$ cat config.mk
export PLATFORM = sky130hd
export DESIGN_NAME = spi_frame_receiver
export DESIGN_NICKNAME = d
export VERILOG_FILES = /design/src/rtl/spi_agg_pkg.sv /design/src/rtl/spi_rx_sync.sv /design/src/rtl/spi_frame_receiver.sv
export SDC_FILE = /design/constraint.sdc
export NUM_CORES = 1
export LEC_CHECK = 0
export ABC_AREA = 1
export CORE_ASPECT_RATIO = 1.2
export CORE_MARGIN = 2
export CORE_UTILIZATION = 45
export CTS_CLUSTER_SIZE = 30
export DETAILED_ROUTE_END_ITERATION = 12
export PLACE_DENSITY = 0.63
export SLEW_MARGIN = 30
export SYNTH_ARGS = -nofsm -noshare
export SYNTH_HDL_FRONTEND = slang
export SYNTH_SLANG_ARGS = --single-unit
$ cat constraint.sdc
create_clock -name clk -period 4.4 [get_ports clk]
set_input_delay 0.88 -clock clk [delete_from_list [all_inputs] [get_ports clk]]
set_output_delay 0.88 -clock clk [all_outputs]
set_load 0.01 [all_outputs]
$ cat src/rtl/spi_agg_pkg.sv
// spi_agg_pkg: constants and types shared by the ADC aggregator transmitter
// and the SPI frame receiver.
//   NUM_CH         channels per frame
//   CH_W           width of one right-justified channel word
//   MAX_FRAME_BITS longest valid frame (NUM_CH * CH_W)
//   BITCNT_W       frame bit counter width (saturates at 2**BITCNT_W-1)
package spi_agg_pkg;

  localparam int NUM_CH         = 4;
  localparam int CH_W           = 16;
  localparam int MAX_FRAME_BITS = 64;
  localparam int BITCNT_W       = 7;

  typedef enum logic {
    IDLE = 1'b0,
    RECV = 1'b1
  } rx_state_e;

endpackage

$ cat src/rtl/spi_rx_sync.sv
// spi_rx_sync: brings the asynchronous SPI pins into the clk domain.
//   clk, rst_n          receiver clock, async active-low reset
//   spi_sclk/cs_n/mosi  raw link pins
//   sclk_rise/sclk_fall single-cycle edge strobes on the synced sclk
//   cs_rise/cs_fall     single-cycle edge strobes on the synced cs_n
//   mosi_aligned        mosi delayed by the same depth as sclk, so it is valid
//                       in the cycle an sclk edge strobe fires
module spi_rx_sync #(
  parameter int SYNC_STAGES = 2
) (
  input  logic clk,
  input  logic rst_n,
  input  logic spi_sclk,
  input  logic spi_cs_n,
  input  logic spi_mosi,
  output logic sclk_rise,
  output logic sclk_fall,
  output logic cs_rise,
  output logic cs_fall,
  output logic mosi_aligned
);

  logic [SYNC_STAGES-1:0] sclk_sr, cs_sr, mosi_sr;
  logic                   sclk_hist, cs_hist;

  // The cs_n chain resets to 0 rather than the idle-high level. A cs_n that is
  // already low when reset releases then never shows a falling edge, so a
  // frame in progress is not captured; the spurious rise seen when cs_n is
  // idle high is harmless because the FSM ignores rises in IDLE.
  always_ff @(posedge clk or negedge rst_n) begin
    if (!rst_n) begin
      sclk_sr   <= '0;
      cs_sr     <= '0;
      mosi_sr   <= '0;
      sclk_hist <= 1'b0;
      cs_hist   <= 1'b0;
    end else begin
      sclk_sr   <= {sclk_sr[SYNC_STAGES-2:0], spi_sclk};
      cs_sr     <= {cs_sr[SYNC_STAGES-2:0], spi_cs_n};
      mosi_sr   <= {mosi_sr[SYNC_STAGES-2:0], spi_mosi};
      sclk_hist <= sclk_sr[SYNC_STAGES-1];
      cs_hist   <= cs_sr[SYNC_STAGES-1];
    end
  end

  assign sclk_rise    =  sclk_sr[SYNC_STAGES-1] & ~sclk_hist;
  assign sclk_fall    = ~sclk_sr[SYNC_STAGES-1] &  sclk_hist;
  assign cs_rise      =  cs_sr[SYNC_STAGES-1]   & ~cs_hist;
  assign cs_fall      = ~cs_sr[SYNC_STAGES-1]   &  cs_hist;
  assign mosi_aligned =  mosi_sr[SYNC_STAGES-1];

endmodule

$ cat src/rtl/spi_frame_receiver.sv
// spi_frame_receiver: SPI-slave deserializer for the 4-channel aggregator frame.
// Oversamples cs_n/sclk/mosi on clk, recovers four N-bit words (MSB first,
// channel 0 first) and presents them on a valid/ready interface.
//   clk, rst_n          receiver clock (>= 4x sclk), async active-low reset
//   cfg_adc_bits_m1     bits per channel minus 1, latched at frame start
//   spi_sclk/cs_n/mosi  link pins, asynchronous to clk
//   ch0..ch3_data       received words, right-justified
//   out_valid/out_ready frame handshake
//   frame_err           pulse: frame length was not 4N bits
//   overrun             pulse: good frame dropped, previous one still held
//   busy                frame in progress
// Build option: define SPI_RX_SIGN_EXT_EN to sign-extend each word from bit
// N-1; otherwise the upper 16-N bits are zero.
//
// state | meaning
// IDLE  | waiting for cs_n to fall; sclk edges ignored
// RECV  | shifting sample-edge bits into the channel registers
module spi_frame_receiver
  import spi_agg_pkg::*;
#(
  parameter int SYNC_STAGES    = 2,
  parameter int SAMPLE_FALLING = 1
) (
  input  logic        clk,
  input  logic        rst_n,
  input  logic [3:0]  cfg_adc_bits_m1,
  input  logic        spi_sclk,
  input  logic        spi_cs_n,
  input  logic        spi_mosi,
  output logic [15:0] ch0_data,
  output logic [15:0] ch1_data,
  output logic [15:0] ch2_data,
  output logic [15:0] ch3_data,
  output logic        out_valid,
  input  logic        out_ready,
  output logic        frame_err,
  output logic        overrun,
  output logic        busy
);

  logic sclk_rise, sclk_fall, cs_rise, cs_fall, mosi_aligned, sample;

  spi_rx_sync #(.SYNC_STAGES(SYNC_STAGES)) u_sync (
    .clk          (clk),
    .rst_n        (rst_n),
    .spi_sclk     (spi_sclk),
    .spi_cs_n     (spi_cs_n),
    .spi_mosi     (spi_mosi),
    .sclk_rise    (sclk_rise),
    .sclk_fall    (sclk_fall),
    .cs_rise      (cs_rise),
    .cs_fall      (cs_fall),
    .mosi_aligned (mosi_aligned)
  );

  assign sample = (SAMPLE_FALLING != 0) ? sclk_fall : sclk_rise;

  rx_state_e                        state_q, state_d;
  logic [4:0]                       n_q;
  logic [BITCNT_W-1:0]              bit_cnt_q, bit_cnt_d;
  logic [NUM_CH-1:0][CH_W-1:0]      sh_q, sh_d;
  logic [BITCNT_W-1:0]              n1, n2, n3, n4;
  logic [1:0]                       sel;
  logic                             start, load, err, ovr;

  function automatic logic [CH_W-1:0] fit_word(input logic [CH_W-1:0] w,
                                               input logic [4:0] n);
`ifdef SPI_RX_SIGN_EXT_EN
    logic [CH_W-1:0] r;
    logic [3:0]      msb;
    r   = w;
    msb = 4'(n - 5'd1);
    for (int i = 0; i < CH_W; i++)
      if (i >= int'(n)) r[i] = w[msb];
    return r;
`else
    // Only N bits ever reach a channel register, so the mask is a no-op in
    // practice; it keeps the word strictly N bits wide by construction.
    return w & (16'hFFFF >> (5'd16 - n));
`endif
  endfunction

  // Channel boundaries at N, 2N, 3N, 4N replace a divide of bit_cnt by N.
  assign n1 = {2'b00, n_q};
  assign n2 = n1 << 1;
  assign n3 = n1 + n2;
  assign n4 = n1 << 2;

  always_comb begin
    state_d   = state_q;
    bit_cnt_d = bit_cnt_q;
    sh_d      = sh_q;
    start     = 1'b0;
    load      = 1'b0;
    err       = 1'b0;
    ovr       = 1'b0;
    if (bit_cnt_q >= n3)      sel = 2'd3;
    else if (bit_cnt_q >= n2) sel = 2'd2;
    else if (bit_cnt_q >= n1) sel = 2'd1;
    else                      sel = 2'd0;
    case (state_q)
      IDLE: begin
        if (cs_fall) begin
          state_d = RECV;
          start   = 1'b1;
        end
      end
      RECV: begin
        if (sample) begin
          if (bit_cnt_q < n4)
            sh_d[sel] = {sh_q[sel][CH_W-2:0], mosi_aligned};
          if (bit_cnt_q != '1)
            bit_cnt_d = bit_cnt_q + 1'b1;
        end
        // Evaluated on the post-edge count/shift so a final sample edge in the
        // same synced cycle as the cs_n rise is included.
        if (cs_rise) begin
          state_d = IDLE;
          if (bit_cnt_d == n4) begin
            if (!out_valid || out_ready) load = 1'b1;
            else                         ovr  = 1'b1;
          end else begin
            err = 1'b1;
          end
        end
      end
      default: state_d = IDLE;
    endcase
  end

  always_ff @(posedge clk or negedge rst_n) begin
    if (!rst_n) state_q <= IDLE;
    else        state_q <= state_d;
  end

  always_ff @(posedge clk or negedge rst_n) begin
    if (!rst_n) begin
      n_q       <= '0;
      bit_cnt_q <= '0;
      sh_q      <= '0;
      ch0_data  <= '0;
      ch1_data  <= '0;
      ch2_data  <= '0;
      ch3_data  <= '0;
      out_valid <= 1'b0;
      frame_err <= 1'b0;
      overrun   <= 1'b0;
    end else begin
      frame_err <= err;
      overrun   <= ovr;
      if (start) begin
        n_q       <= {1'b0, cfg_adc_bits_m1} + 5'd1;
        bit_cnt_q <= '0;
        sh_q      <= '0;
      end else begin
        bit_cnt_q <= bit_cnt_d;
        sh_q      <= sh_d;
      end
      if (load) begin
        ch0_data  <= fit_word(sh_d[0], n_q);
        ch1_data  <= fit_word(sh_d[1], n_q);
        ch2_data  <= fit_word(sh_d[2], n_q);
        ch3_data  <= fit_word(sh_d[3], n_q);
        out_valid <= 1'b1;
      end else if (out_valid && out_ready) begin
        out_valid <= 1'b0;
      end
    end
  end

  assign busy = (state_q == RECV);

endmodule

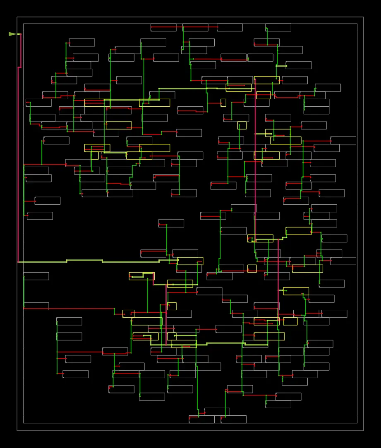
(run_1/clocks.png)
TritonCTS buffer count: 17
clock latency reported for the late side of the worst-skew pair: 0.43 ns
worst-case clock skew: 0.0108 ns

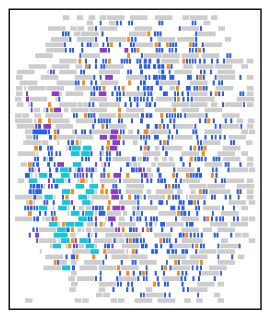
(run_1/logic_types.png)
(2 px per um)
| colour | family | cells |
|---|---|---|
| orange | inverting AOI/OAI gates | 97 |
| purple | NOR gates | 51 |
| blue | NAND gates | 593 |
| cyan | adder and majority cells | 34 |
most common library cell in the layout ignoring fill and taps: sky130_fd_sc_hd__nand2_1
number of standard cells in the layout, taps in and fillers out: 1,340

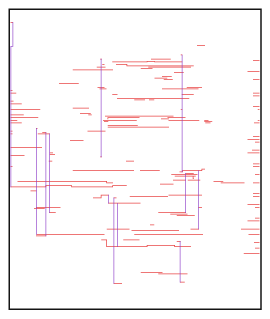
(run_1/wires.png)
(2 px per um) Only two layers are drawn.
| colour | layer | wire length |
|---|---|---|
| purple | metal 4 | 473 um |
| red | metal 3 | 1,170 um |

==> flow_summary_export.csv, run 1 <==
group,metric,value,unit
synthesis,synth-main-ff-cell,"sky130_fd_sc_hd__dfrtp_1",
synthesis,synthTopCellsByCount,"sky130_fd_sc_hd__nand2_1 (499), sky130_fd_sc_hd__dfrtp_1 (152), sky130_fd_sc_hd__nand3_1 (72), sky130_fd_sc_hd__a21oi_1 (71), sky130_fd_sc_hd__inv_1 (49)",
final_timing,whs,0.349,ns
detailed_routing,detail_route.iter0.violations,552,
synthesis,fa_ha_area_share,5.47,%
min_path,worst_hold_path.endpoint,"u_sync.mosi_sr[1]",
setup_path,setup.reg_to_reg.worst_slack,0.75,ns
final_timing,worst_slew_margin_rel,47.0,%
floorplan,floorplan.io_pins,78,
cells_and_area,area.growth.synth_to_final,22.1,%
setup_path,rr_endpoint,"ch0_data[12]",
power,seq_power_share,32.9,%
synthesis,yosys_simple_share,34.6,%
detailed_routing,first_pass_iters,7,
synthesis,syn-mean-instance-area,7.73,um^2
floorplan,num_tap_cells,220,
floorplan,die_area,0.0187,mm^2
status,outcome,"completed",
final_timing,layout_worst_path_cycle_share,83.0,%
final_timing,setup_total_negative_slack,0,ns
global_route,total_routing_usage_reported_by_global_routing,24.8,%
power,p_comb_share,31.5,%
global_route,vias_in_the_first_global_route,6874,
flow_run,drv.max_cap_violation_count,0,
clocking,cts_clock_pin_slew_for_the_worst_setup_and_hold_paths,0.06,ns
## run 1: metal layers
layer,GRT usage [%],part of all wire (%),vias up
met3,4.73,5.3,29
met2,39.8,47,218
met5,0,0,-
met4,8.39,2.2,0
met1,33.9,45,3238
li1,-,-,3439
## run 1: through the flow
stage / cell area [um^2] / instances / setup slack (ns) / power (uW) / util [%]
floorplan: 7920 / 1024 / 1.24 / 2660 / -
global placement: 8970 / 1308 / 0.781 / 3100 / 51.7
detailed placement: 8970 / 1308 / 0.783 / 3110 / 51.7
CTS: 9670 / 1340 / 0.741 / 4840 / 55.6
global route: 9670 / 1340 / 0.387 / 5110 / 55.6
finish: 9670 / 1340 / 0.749 / 4830 / 55.6
==> run_1/layer_met4.png <==
(2 px per um)
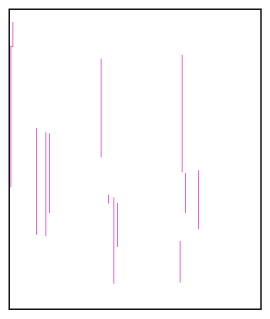

--- run 2 (diff from run 1) ---
==> constraint.sdc (replaced) <==
create_clock -name clk -period 3.7 [get_ports clk]
set_input_delay 0.74 -clock clk [delete_from_list [all_inputs] [get_ports clk]]
set_output_delay 0.74 -clock clk [all_outputs]
set_load 0.01 [all_outputs]
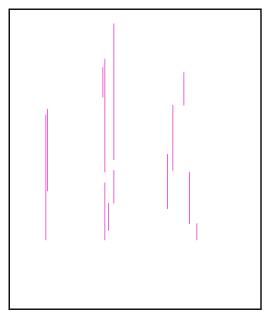
(run_2/layer_met4.png)
(2 px per um)
share of all routed wire: 1.9%
nets with wire on the layer: 8
longest straight run: 68.0 um

==> flow_summary_export.csv, run 2 <==
group,metric,value,unit
global_route,met1_grt_util,34.9,%
cells_and_area,postLayoutCellArea,0.00975,mm^2
synthesis,synthTopCellsByCount,"sky130_fd_sc_hd__nand2_1 (499), sky130_fd_sc_hd__dfrtp_1 (152), sky130_fd_sc_hd__nand3_1 (72), sky130_fd_sc_hd__a21oi_1 (71), sky130_fd_sc_hd__inv_1 (49)",
final_timing,fin_worst_skew,0.00816,ns
place,place_ws,0.315,ns
global_route,grt_use_met3,3.44,%
synthesis,yosys_simple_share,34.6,%
clocking,cts_clock_pin_slew_for_the_worst_setup_and_hold_paths,0.06,ns
detailed_routing,routed_wl_met3,927,um
cells_and_area,area.growth.synth_to_final,23.2,%
power,p_total,5620,uW
detailed_routing,wirelength_met1,10400,um
floorplan,floorplan.io_pins,78,
final_timing,worst_slew_margin_rel,48.4,%
final_timing,setup_slack,0.318,ns
floorplan,die_area,0.0187,mm^2
global_route,vias_in_the_first_global_route,6710,
final_timing,whs,0.295,ns
cells_and_area,final-instance-count-excl-fill,1352,
synthesis,syn-mean-instance-area,7.73,um^2
place,dp_cells,1320,
synthesis,synth-main-ff-cell,"sky130_fd_sc_hd__dfrtp_1",
detailed_routing,first_pass_iters,7,
flow_run,drv.max_cap_violation_count,0,
final_timing,setup_total_negative_slack,0,ns
synthesis,fa_ha_area_share,5.47,%
status,outcome,"completed",
## run 2: kinds of logic after synthesis
kind of cell | Yosys count
and+or+nand+nor | 645
buffers and inverters | 86
xor gates and xnor gates | 9
AOI/OAI and AO/OA | 97
adders and majority gates | 34
muxes | 1
DFF | 152
## run 2: power breakdown
part | switching (uW) | total (uW) | internal, uW
Combinational | 1280 | 1980 | 694
Sequential | 101 | 1880 | 1780
Clock | 750 | 1760 | 1010
## run 2: path summary, 6_finish.rpt
check	end	slack [ns]	cells past startpoint
min reg2reg	u_sync.mosi_sr[1]	0.35	0
max reg2reg	ch1_data[5]	0.32	21
max in group asynchronous	ch1_data[13]	2.51	2
min	n_q[2]	0.30	1
min in group clk	u_sync.mosi_sr[1]	0.35	0
max	ch1_data[5]	0.32	21
--- run 3 (diff from run 2) ---
==> constraint.sdc (replaced) <==
create_clock -name clk -period 3.7 [get_ports clk]
set_input_delay 0.74 -clock clk [delete_from_list [all_inputs] [get_ports clk]]
set_output_delay 0.74 -clock clk [all_outputs]
set_load 0.005 [all_outputs]
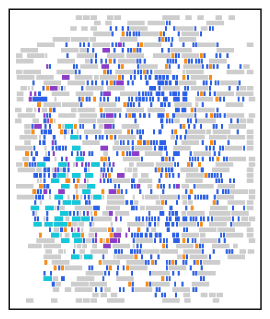
(run_3/logic_types.png)
(2 px per um)
fraction of area in multi-input gates: 39.0%
number of standard cells in the layout, taps in and fillers out: 1,352

==> flow_summary_export.csv, run 3 <==
group,metric,value,unit
status,outcome,"completed",
global_route,met1_grt_util,34.9,%
power,p_total,5620,uW
power,p_comb_share,35.1,%
synthesis,yosys_simple_share,34.6,%
global_route,vias_in_the_first_global_route,6710,
global_route,total_routing_usage_reported_by_global_routing,24.3,%
power,power.switching_fraction,37.9,%
global_route,grt.met2_usage,38.5,%
power,comb_power,1970,uW
place,place_ws,0.315,ns
cells_and_area,area.growth.synth_to_final,23.2,%
global_route,gr-max-usage-layer,"met2",
clocking,cts_clock_pin_slew_for_the_worst_setup_and_hold_paths,0.06,ns
synthesis,syn-mean-instance-area,7.73,um^2
flow_run,drv.max_cap_violation_count,0,
detailed_routing,wirelength_met1,10400,um
floorplan,die_area,0.0187,mm^2
power,seq_power_share,33.6,%
cells_and_area,mostFrequentLayoutCell,"sky130_fd_sc_hd__nand2_1",
setup_path,rr_endpoint,"ch1_data[5]",
clocking,cts_inserted_buffers,17,
power,p_seq,1880,uW
global_route,grt_use_met3,3.44,%
final_timing,layout_worst_path_cycle_share,91.4,%
synthesis,fa_ha_area_share,5.47,%
final_timing,setup_slack,0.318,ns
detailed_routing,maxUsedRoutingLayer,"met4",
detailed_routing,first_pass_iters,7,
final_timing,fin_worst_skew,0.00816,ns
cells_and_area,utilization,56.1,%
power,power.net_switching,2130,uW
final_timing,whs,0.295,ns
setup_path,worst_r2r_path_depth,21,
detailed_routing,routed_wl_met3,927,um
detailed_routing,detail_route.iter0.violations,624,
place,placed_inst_area,0.00911,mm^2
place,dp_cells,1320,
synthesis,synth-main-ff-cell,"sky130_fd_sc_hd__dfrtp_1",
power,clock_power_share,31.3,%
setup_path,setup.reg_to_reg.worst_slack,0.32,ns
final_timing,worst_slew_margin_rel,48.4,%
final_timing,setup_total_negative_slack,0,ns
## run 3: cell counts in the layout (fill, tap and decap cells not counted)
No cell type changed its count.
## run 3: critical path, delay by kind of cell, from the launching register on
kind                     cells  cell delay (ns)
AND/OR/NAND/NOR             11             1.05
adder cells (fa/ha/maj)      3             0.87
flip-flops                   1             0.44
buffers and inverters        4             0.43
AND-OR/OR-AND                2             0.31
XOR/XNOR                     1             0.15
## run 3: layout make-up
type                            instances  area [um^2]
Multi-Input combinational cell        786         3800
Sequential cell                       152         3800
Inverter                               54          204
Clock buffer                           17          425
Fill cell                            1633         7620
Tap cell                              220          275
Clock inverter                         15          165
Timing Repair Buffer                  108         1070
## run 3: repair_timing
action                                  4_1_cts  5_1_grt
resized                                       0       12
endpoints found under the setup margin        0       29
hold buffers                                  0        0
buffers inserted                              0        0
Power and IR drop assume default switching activity.
